<file path="src/rtl/universal_shift_reg.sv">
// Parametrised universal shift register: hold, shift right/left, parallel load,
// saturating shift counter with a done pulse. Define USR_ROTATE_EN to add the rot port.
module universal_shift_reg #(
   parameter int WIDTH = 8,
   parameter int CW    = $clog2(WIDTH + 1)
) (
   input  logic             clk,
   input  logic             rst,
   input  logic             en,
   input  logic [1:0]       mode,
   input  logic             sin_r,
   input  logic             sin_l,
   input  logic [WIDTH-1:0] d,
`ifdef USR_ROTATE_EN
   input  logic             rot,
`endif
   output logic [WIDTH-1:0] q,
   output logic             sout_r,
   output logic             sout_l,
   output logic [CW-1:0]    cnt,
   output logic             done
);

   typedef enum logic [1:0] {
      MODE_HOLD = 2'b00,
      MODE_SHR  = 2'b01,
      MODE_SHL  = 2'b10,
      MODE_LOAD = 2'b11
   } mode_e;

   localparam logic [CW-1:0] CNT_MAX  = CW'(WIDTH);
   localparam logic [CW-1:0] CNT_LAST = CW'(WIDTH - 1);

   logic [WIDTH-1:0] q_q, q_d;
   logic [CW-1:0]    cnt_q, cnt_d;
   logic             done_q, done_d;
   logic             fill_r, fill_l;
   logic             shifted;

   always_comb begin
      fill_r  = sin_r;
      fill_l  = sin_l;
`ifdef USR_ROTATE_EN
      if (rot) begin
         fill_r = q_q[0];
         fill_l = q_q[WIDTH-1];
      end
`endif
      q_d     = q_q;
      cnt_d   = cnt_q;
      done_d  = 1'b0;
      shifted = 1'b0;
      if (en) begin
         case (mode_e'(mode))
            MODE_SHR: begin
               q_d     = {fill_r, q_q[WIDTH-1:1]};
               shifted = 1'b1;
            end
            MODE_SHL: begin
               q_d     = {q_q[WIDTH-2:0], fill_l};
               shifted = 1'b1;
            end
            MODE_LOAD: begin
               q_d   = d;
               cnt_d = '0;
            end
            default: ;
         endcase
      end
      // Counter saturates at WIDTH; done fires only on the WIDTH-1 -> WIDTH step.
      if (shifted && (cnt_q != CNT_MAX)) begin
         cnt_d  = cnt_q + 1'b1;
         done_d = (cnt_q == CNT_LAST);
      end
   end

   always_ff @(posedge clk) begin
      if (rst) begin
         q_q    <= '0;
         cnt_q  <= '0;
         done_q <= 1'b0;
      end else begin
         q_q    <= q_d;
         cnt_q  <= cnt_d;
         done_q <= done_d;
      end
   end

   assign q      = q_q;
   assign cnt    = cnt_q;
   assign done   = done_q;
   assign sout_r = q_q[0];
   assign sout_l = q_q[WIDTH-1];

endmodule
</file>
<file path="config.mk">
export PLATFORM = sky130hd
export DESIGN_NAME = universal_shift_reg
export DESIGN_NICKNAME = d
export VERILOG_FILES = /design/src/rtl/universal_shift_reg.sv
export SDC_FILE = /design/constraint.sdc
export NUM_CORES = 1
export LEC_CHECK = 0
export CORE_MARGIN = 2
export CORE_UTILIZATION = 40
export DETAILED_ROUTE_END_ITERATION = 8
export PLACE_DENSITY = 0.73
export SKIP_CTS_REPAIR_TIMING = 1
export SLEW_MARGIN = 20
export SYNTH_ARGS = -nofsm -noshare
export SYNTH_HDL_FRONTEND = slang
export SYNTH_SLANG_ARGS = --single-unit
</file>
<file path="constraint.sdc">
create_clock -name clk -period 1.97 [get_ports clk]
set_clock_uncertainty 0.2 [all_clocks]
set_input_delay 0.394 -clock clk [delete_from_list [all_inputs] [get_ports clk]]
set_output_delay 0.394 -clock clk [all_outputs]
set_load 0.03 [all_outputs]
</file>
**Wire density map**

Bar = 10 µm. The die is cut into 10 by 10 equal tiles; dark blue is low, red is high, scaled to the fullest tile. Values are wire area over tile area, all layers added.
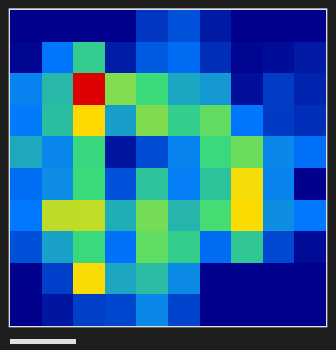
mean over tiles: 0.13
tiles over half the peak: 14%
densest ninth of the die: left middle
emptiest ninth of the die: top right
nearly empty tiles: 20%
total via count in the routed design: 764
overall track demand over capacity in global routing: 0.190

**Signal wires on met1**

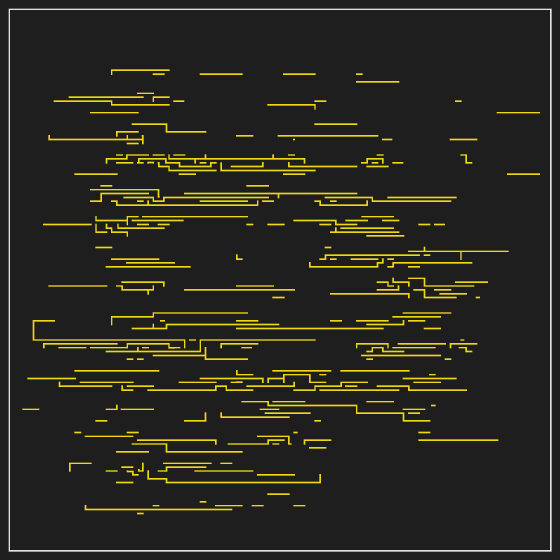
nets with wire on the layer: 113
wire length on this layer: 841 µm
share of all routed wire: 45%
met1 track demand over resource in global routing: 0.221
Detailed Route WL: 1850 µm

[layer usage]
metal	wire, µm	track usage	share of wire	vias up
li1	-	-	-	379
met1	841	0.221	0.45	359
met2	904	0.330	0.49	24
met3	96	0.0604	0.052	2
met4	10	0.0649	0.0054	0
met5	0	0	0	-
[where the power goes]
part	switching, mW	internal (mW)
Sequential	0.0161	0.278
Combinational	0.0972	0.0896
Clock	0.0917	0.0786
[through the flow]
stage                     utilization  power, mW  area [µm²]  hold slack (ns)
after floorplan                     -      0.409         762            0.266
after global placement          0.615      0.487        1080            0.305
after detailed placement        0.615      0.490        1080            0.317
after CTS                       0.630      0.657        1110            0.322
after global routing            0.648      0.686        1140            0.348
final                           0.648      0.651        1140            0.318
[worst max path at each step]
stage,startpoint,end,slack [ns],cells past startpoint
2_1_floorplan,cnt[0],cnt[3],0.36,5
3_3_place_gp,mode[1],cnt[3],-0.10,5
3_5_place_dp,mode[0],q[2],-0.15,7
4_1_cts,cnt[3],cnt[3],-0.04,1
5_1_grt,cnt[2],cnt[2],0.02,1
6_report,cnt[2],cnt[2],0.1,1
[area by class of cell]
type	count	area [µm²]
Inverter	4	15.0
Tap cell	25	31.3
Sequential cell	13	260
Multi-Input combinational cell	62	430
Timing Repair Buffer	35	380
Fill cell	173	621
Clock buffer	4	26.3
[worst min-delay path: cells and delay by family (launching register included)]
kind            cells  cell delay (ns)
compound gates      1             0.08
flops               1             0.34
simple gates        1             0.06
[flip-flops by register name, summed over array words and instances (netlist names)]
register  cells
q             8
cnt           4
done          1
[cell families after synthesis]
group           count (synthesis)
compound gates                 24
fa+ha+maj                       5
buf+inv                        11
flops                          13
simple gates                   33
==> flow.log <==
[flow] summary of implementation run
[metrics] post-route minimum period: 1.87 ns
[metrics] number of cells in Yosys stat: 86
[metrics] crit-path max FO: 2
[metrics] Placement Rows: 15
[metrics] post-DR wirelength/cell: 13.0 µm
[metrics] Leak Pwr: 0.606 nW
[metrics] IO Pins: 30
[metrics] instance count after placement with tap cells included: 139
[metrics] initial antenna violation count: 0
[metrics] pin count of the biggest net entering global routing: 17
[metrics] category of cells accounting for the largest share of critical-path delay: buffers and inverters
[metrics] number of hold violations in the final report: 0
[metrics] depth of the worst hold-timing path: 2
[metrics] post-detailed-route DRC marker count: 0
[metrics] Layout Area Growth over Synthesis: 50.1%
[metrics] reg-to-reg slack, setup: 0.50 ns
[metrics] min setup slack post-route: 0.0985 ns
[metrics] vias per cell: 5.34
[metrics] area share of xor/xnor cells in the synthesized design: 0
[metrics] commonest cells after routing, fill and taps aside: 16 x sky130_fd_sc_hd__clkdlybuf4s50_1, 13 x sky130_fd_sc_hd__dfxtp_1, 13 x sky130_fd_sc_hd__dlymetal6s2s_1
[metrics] fraction of final layout cells with drive strength greater than 1: 0.127
[metrics] Synth Area in Simple Gates: 0.228
[metrics] Chip Height: 47.6 µm
[metrics] Crit Reg-Reg Startpoint: cnt[0]
[metrics] Commonest Layout Cell: sky130_fd_sc_hd__clkdlybuf4s50_1
[metrics] Chip Footprint: 2270 µm²
[metrics] depth of the worst register-to-register path: 5
[metrics] number of CTS-inserted buffers: 3
[metrics] part of the cycle the worst path needs: 0.950
[metrics] total standard cell area after synthesis: 762 µm²
[metrics] count of endpoints failing setup in the final report: 0
[metrics] setup TNS after final layout: 0 ns
[metrics] HPWL after detailed placement: 1380 µm
[metrics] TritonCTS clock tree: yes
[metrics] combined buffer and inverter count along the critical path: 1
[metrics] fraction of the yosys area taken by sequential cells: 0.342
[metrics] result of the run: finished clean
[metrics] Synth cell types: 25
[metrics] fmax: 534 MHz
[metrics] Post-Layout Cell Count: 143
Power is estimated from default activity; no workload was simulated.
